==> images/class_map.png <==
Scale bar: 20 um. Fill, decap, tap and diode cells in grey.
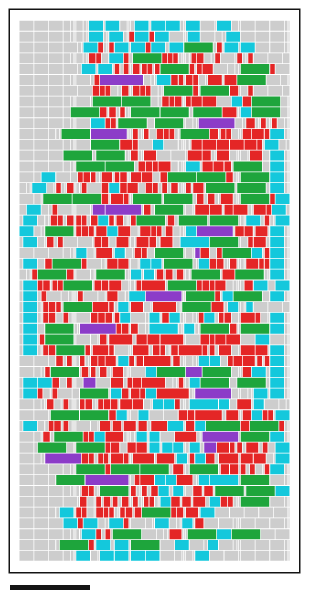
==> images/m1.png <==
Supply wires on this layer in grey.
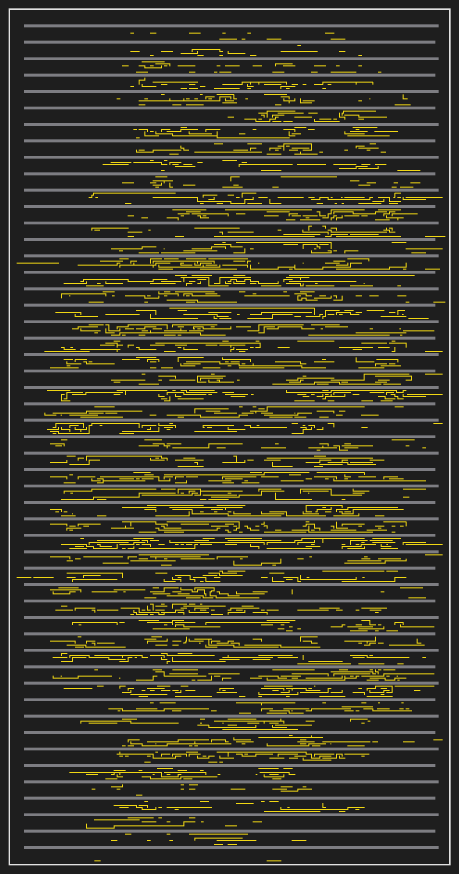
## src/rtl/rwl_bitserial_drv_if.sv

```systemverilog
// rwl_bitserial_drv_if: vector handshake in, bit-plane beats and sideband out
interface rwl_bitserial_drv_if #(
  parameter int ACT_W = 8,
  parameter int NROW  = 8
);
  localparam int IW = $clog2(ACT_W);
  logic                  in_valid;
  logic                  in_ready;
  logic [NROW*ACT_W-1:0] in_act;
  logic                  in_bank;
  logic                  in_xsigned;
  logic                  in_sus;
  logic [NROW-1:0]       nX0;
  logic [NROW-1:0]       nX1;
  logic                  sus;
  logic                  bit_valid;
  logic                  bit_ready;
  logic [IW-1:0]         bit_idx;
  logic                  bit_first;
  logic                  bit_last;
  logic                  bit_neg;
  logic                  busy;
  modport master (
    output in_valid, in_act, in_bank, in_xsigned, in_sus, bit_ready,
    input  in_ready, nX0, nX1, sus, bit_valid, bit_idx, bit_first, bit_last, bit_neg, busy
  );
  modport slave (
    input  in_valid, in_act, in_bank, in_xsigned, in_sus, bit_ready,
    output in_ready, nX0, nX1, sus, bit_valid, bit_idx, bit_first, bit_last, bit_neg, busy
  );
endinterface

```

## src/rtl/rwl_bitserial_drv.sv

```systemverilog
// rwl_bitserial_drv: serialises activation vectors LSB-first onto the inverted MAC paths
module rwl_bitserial_drv #(
  parameter int ACT_W = 8,
  parameter int NROW  = 8
) (
  input logic               clk,
  input logic               rst,
  rwl_bitserial_drv_if.slave bus
);
  localparam int IW = $clog2(ACT_W);
  localparam logic [IW-1:0] LAST = IW'(ACT_W - 1);
  typedef enum logic {IDLE, SHIFT} state_t;
  state_t                          state_q, state_d;
  logic [NROW-1:0][ACT_W-1:0]      act_q, act_d;
  logic                            bank_q, bank_d, xs_q, xs_d, sus_q, sus_d;
  logic [IW-1:0]                   idx_q, idx_d;
  logic [NROW-1:0]                 nx0_q, nx0_d, nx1_q, nx1_d, plane;
  logic                            first_q, first_d, last_q, last_d, neg_q, neg_d;
  logic                            in_ready, fire, acc, shift;
  assign in_ready = (state_q == IDLE) || (last_q && bus.bit_ready);
  assign fire     = (state_q == SHIFT) && bus.bit_ready;
  assign acc      = bus.in_valid && in_ready;
  // outputs are computed from next-state so every beat leaves a flop directly
  always_comb begin
    state_d = state_q;
    act_d   = act_q;
    bank_d  = bank_q;
    xs_d    = xs_q;
    sus_d   = sus_q;
    idx_d   = idx_q;
    plane   = '0;
    if (acc) begin
      state_d = SHIFT;
      act_d   = bus.in_act;
      bank_d  = bus.in_bank;
      xs_d    = bus.in_xsigned;
      sus_d   = bus.in_sus;
      idx_d   = '0;
    end else if (fire) begin
      state_d = last_q ? IDLE : SHIFT;
      idx_d   = last_q ? '0 : idx_q + 1'b1;
    end
    for (int r = 0; r < NROW; r++) plane[r] = act_d[r][idx_d];
    shift   = state_d == SHIFT;
    nx0_d   = (shift && !bank_d) ? ~plane : '1;
    nx1_d   = (shift && bank_d) ? ~plane : '1;
    first_d = shift && idx_d == '0;
    last_d  = shift && idx_d == LAST;
    neg_d   = last_d && xs_d;
  end
  always_ff @(posedge clk) begin
    if (rst) begin
      state_q <= IDLE;
      act_q   <= '0;
      bank_q  <= 1'b0;
      xs_q    <= 1'b0;
      sus_q   <= 1'b0;
      idx_q   <= '0;
      nx0_q   <= '1;
      nx1_q   <= '1;
      first_q <= 1'b0;
      last_q  <= 1'b0;
      neg_q   <= 1'b0;
    end else begin
      state_q <= state_d;
      act_q   <= act_d;
      bank_q  <= bank_d;
      xs_q    <= xs_d;
      sus_q   <= sus_d;
      idx_q   <= idx_d;
      nx0_q   <= nx0_d;
      nx1_q   <= nx1_d;
      first_q <= first_d;
      last_q  <= last_d;
      neg_q   <= neg_d;
    end
  end
  assign bus.in_ready  = in_ready;
  assign bus.nX0       = nx0_q;
  assign bus.nX1       = nx1_q;
  assign bus.sus       = sus_q;
  assign bus.bit_valid = state_q == SHIFT;
  assign bus.bit_idx   = idx_q;
  assign bus.bit_first = first_q;
  assign bus.bit_last  = last_q;
  assign bus.bit_neg   = neg_q;
  assign bus.busy      = state_q == SHIFT;
endmodule

```

## src/flat_wrapper.sv

```systemverilog
// flat-port wrapper written by rule: the top's interface ports become plain ports
module rwl_bitserial_drv_flat 
#(
  parameter int ACT_W = 8,
  parameter int NROW  = 8
)
  (clk, rst, bus_in_valid, bus_in_act, bus_in_bank, bus_in_xsigned, bus_in_sus, bus_bit_ready, bus_in_ready, bus_nX0, bus_nX1, bus_sus, bus_bit_valid, bus_bit_idx, bus_bit_first, bus_bit_last, bus_bit_neg, bus_busy);
  rwl_bitserial_drv_if #(.ACT_W(ACT_W), .NROW(NROW)) bus_i ();
  input logic clk;
  input logic rst;
  input wire logic [$bits(bus_i.in_valid)-1:0] bus_in_valid;
  input wire logic [$bits(bus_i.in_act)-1:0] bus_in_act;
  input wire logic [$bits(bus_i.in_bank)-1:0] bus_in_bank;
  input wire logic [$bits(bus_i.in_xsigned)-1:0] bus_in_xsigned;
  input wire logic [$bits(bus_i.in_sus)-1:0] bus_in_sus;
  input wire logic [$bits(bus_i.bit_ready)-1:0] bus_bit_ready;
  output wire logic [$bits(bus_i.in_ready)-1:0] bus_in_ready;
  output wire logic [$bits(bus_i.nX0)-1:0] bus_nX0;
  output wire logic [$bits(bus_i.nX1)-1:0] bus_nX1;
  output wire logic [$bits(bus_i.sus)-1:0] bus_sus;
  output wire logic [$bits(bus_i.bit_valid)-1:0] bus_bit_valid;
  output wire logic [$bits(bus_i.bit_idx)-1:0] bus_bit_idx;
  output wire logic [$bits(bus_i.bit_first)-1:0] bus_bit_first;
  output wire logic [$bits(bus_i.bit_last)-1:0] bus_bit_last;
  output wire logic [$bits(bus_i.bit_neg)-1:0] bus_bit_neg;
  output wire logic [$bits(bus_i.busy)-1:0] bus_busy;
  assign bus_i.in_valid = bus_in_valid;
  assign bus_i.in_act = bus_in_act;
  assign bus_i.in_bank = bus_in_bank;
  assign bus_i.in_xsigned = bus_in_xsigned;
  assign bus_i.in_sus = bus_in_sus;
  assign bus_i.bit_ready = bus_bit_ready;
  assign bus_in_ready = bus_i.in_ready;
  assign bus_nX0 = bus_i.nX0;
  assign bus_nX1 = bus_i.nX1;
  assign bus_sus = bus_i.sus;
  assign bus_bit_valid = bus_i.bit_valid;
  assign bus_bit_idx = bus_i.bit_idx;
  assign bus_bit_first = bus_i.bit_first;
  assign bus_bit_last = bus_i.bit_last;
  assign bus_bit_neg = bus_i.bit_neg;
  assign bus_busy = bus_i.busy;
  rwl_bitserial_drv #(.ACT_W(ACT_W), .NROW(NROW)) u_core (.clk(clk), .rst(rst), .bus(bus_i));
endmodule
```

## config.mk

```make
export PLATFORM = sky130hd
export DESIGN_NAME = rwl_bitserial_drv_flat
export DESIGN_NICKNAME = d
export VERILOG_FILES = /design/src/rtl/rwl_bitserial_drv_if.sv /design/src/rtl/rwl_bitserial_drv.sv /design/src/flat_wrapper.sv
export SDC_FILE = /design/constraint.sdc
export NUM_CORES = 1
export LEC_CHECK = 0
export CAP_MARGIN = 20
export CORE_ASPECT_RATIO = 2
export CORE_MARGIN = 2
export CORE_UTILIZATION = 45
export DETAILED_ROUTE_END_ITERATION = 6
export HOLD_SLACK_MARGIN = 0.12
export PLACE_DENSITY = 0.76
export SYNTH_ARGS = -nofsm -noshare
export SYNTH_HDL_FRONTEND = slang
export SYNTH_SLANG_ARGS = --single-unit
```

## constraint.sdc

```tcl
create_clock -name clk -period 2 [get_ports clk]
set_input_delay 0.2 -clock clk [delete_from_list [all_inputs] [get_ports clk]]
set_output_delay 0.2 -clock clk [all_outputs]
set_load 0.01 [all_outputs]
```

==> results_dict.tcl <==
# place-and-route summary
set metrics [dict create \
    status "finished clean" \
    port_buffers 96 \
    synth_nets 594 \
    crit_family "buffers and inverters" \
    finalSetupTns_ns 0 \
    intPower_uw 3390 \
    common_cells "nand2_1, dfxtp_1, a21oi_1, inv_1, nand3_1" \
    fill_cells 809 \
    p_clk_share_pct 40.5 \
    yosys_area_mm2 0.00424 \
    regArea_mm2 0.00181 \
    numCtsBuffers 9 \
    skew_ns 0.00692 \
    cts-htree-levels 3 \
    dp_hpwl_um 9770 \
    numClockSinks 90 \
    combPwrFrac_pct 16.8 \
    design.seq.count 90 \
    postSynthAreaPerCell_um2 8.13 \
    cts_buffer_depth 2 \
    post_cts_buffers 0 \
    ys_top_logic_family "simple AND/OR/NAND/NOR gates" \
    mi_logic_area_mm2 0.00215 \
    slew_viol_final 0 \
    worst-path-buf-inv 4 \
    fp_util_pct 45.8 \
    crit_fanout 9 \
    vdd_ir_drop_max_v 0.000606 \
    postSynth.asyncResetShare_pct 0 \
    antenna_found_initial 0 \
    hold_depth 3 \
    num_antenna_cells 0 \
    ys_cells 522 \
    dp_cells 742 \
    syn_to_final_growth_pct 41.3 \
    synth-simple-area-share_pct 22.4 \
    slowest_delay_ns 0.39 \
    synthesis.instances 522 \
    critPathCapture "u_core.bus.nX1[7]$_SDFF_PP1_" \
    aoi_share_pct 21.7 \
    fp.dieH_um 141 \
    finalHoldViolations 0 \
    critPathLaunch "bus_bit_ready" \
    p_leak_uw 0.00229 \
    largest_register_ffs 64 \
    clk_pin_slew_worst_paths_ns 0.07 \
    lay_top_count "nand2_1" \
    finalNonFillerCells 759 \
    n_tap_cell 104 \
    grt_pass1_wl_um 20200 \
    synth_flop_count 90 \
    cpMostUsedCell "buf_4" \
    yosysUniqueCellTypes 46 \
    netlist.area_leader.share_pct 42.5 \
    power_uw 4530 \
    vias_per_cell 5.71 \
    cts_tree "done" \
    edf_count 0 \
    xor_share_pct 0 \
    dominant-cell-class "multi-input combinational cells" \
    setup_slack_ns 0.0426 \
    cp.arrival_ns 2.25 \
    cp_slowest_cell "clkdlybuf4s50_1" \
    critical_path.startpoint_type "input port" \
    reg2reg_to "u_core.bus.nX1[7]$_SDFF_PP1_" \
    holdWs_ns 0.214 \
    layout.nets 722 \
    mostFrequentLayoutCells "nand2_1, clkdlybuf4s50_1, dfxtp_1" \
    r2r-start "u_core.bus.bit_idx[0]$_SDFF_PP0_" \
    crit_type "in -> reg" \
    grt_max_degree 41 \
    num_vias 4331 \
    worst_pin_slew_ns 0.676 \
    cts_root_buf "clkbuf_16" \
    combAreaFraction_pct 35.8 \
    first_iter_violations 249 \
    worst-r2r-cell-count 7 \
    n_all_buffers 158 \
    grt_pass1_vias 4155 \
    postRouteAntennaNets 0 \
    path_cells "clkdlybuf4s50_1 -> buf_4 -> buf_4 -> nand4bb_1 -> buf_4 -> a21boi_4 -> mux2i_2 -> a32oi_1 -> nand3_1" \
    io_pins 97 \
    drive_gt1_share_pct 15.6 \
    cts_hold_buf 0 \
    cts_resized 4 \
    regMostFlops "u_core.act_q" \
    hold_path_class "in -> reg" \
    slew_headroom_pct 54.7 \
    adder_share_pct 0.295 \
    clock_latency_ns 0.34 \
    top_cell "nand2_1" \
    drc 0 \
    crit_cells 9 \
    comb.multi_input.count 361 \
    critPathCaptureType "register" \
    setup_viol 0 \
    wl_per_cell_um 17.3 \
    rsz0062_at_grt "false" \
    gp_congestion 0.934 \
    routed_wl_um 13100 \
    final-nonclk-buf-share_pct 24.6 \
    pwr-share-seq_pct 42.8 \
    syn-cell-area_mm2 0.00424 \
    fin_crit_sh_pct 97.9 \
    ys.flop_type "dfxtp_1" \
    mux_share_pct 5.01 \
    r2r_slack_ns 0.04 \
    inverters 30 \
    drv_cap 0 \
    grt_overflow_total 0 \
    clkCellAreaFrac_pct 5.44 \
    grt_util_all_layers_pct 25.8 \
    period_needed_ns 1.96 \
    place_ws_ns -0.470 \
    cp.required_ns 2.29 \
    clkbuf_count 10 \
    die_width_um 72.7 \
    yosysTopAreaCell "dfxtp_1" \
    hp-start "rst" \
    ys_seq_share_pct 42.5 \
    ys_top_cells_by_area "dfxtp_1, nand2_1, a21oi_1, o32ai_1, nand3_1" \
    p_per_area_mw_per_mm2 755 \
    power_switching_uw 1140 \
    dieArea_mm2 0.0103 \
    yosys_warnings 0 \
    tool_warnings 26 \
    holdPathEnd "u_core.bus.bit_valid$_SDFF_PP0_" \
    fmax_mhz 511 \
    firstDrtPassIters 5 \
]
About class_map.png:
class	colour	cells
remaining logic cells	red	391
remaining buffers and delay cells	cyan	158
clock drivers and dummy loads	purple	16
registers	green	90
Row Count: 50
Core Util, Final: 64.8%
core area: 0.00926 mm2
flop share of the area: 30.1%
post-route cell area: 0.00600 mm2

About m1.png:
wire length on this layer	4390 um
share of all routed wire	33%
longest straight run	23.9 um
nets with wire on the layer	655
main direction	horizontal

## logic make-up after synthesis
| group | Yosys count |
|---|---|
| AOI/OAI and AO/OA | 132 |
| and+or+nand+nor | 209 |
| buffers and inverters | 71 |
| adders and majority gates | 1 |
| DFF | 90 |
| muxes | 19 |
## power groups by stage
stage / clock network [uW] / registers (uW) / logic (uW)
3_3_place_gp: 0 / 1970 / 722
2_1_floorplan: 0 / 1970 / 378
6_report: 1830 / 1930 / 758
5_1_grt: 1940 / 1940 / 817
3_5_place_dp: 0 / 1970 / 737
4_1_cts: 1860 / 1930 / 742
## per-layer routing
layer  track usage, %  vias to the layer above  routed length [um]
met5                0                        -                   0
met4             15.3                        0                 678
met3             4.69                       45                 689
met2             47.7                      202                7360
met1             25.8                     2021                4390
li1                 -                     2063                   -
Power is estimated from default activity; no workload was simulated.
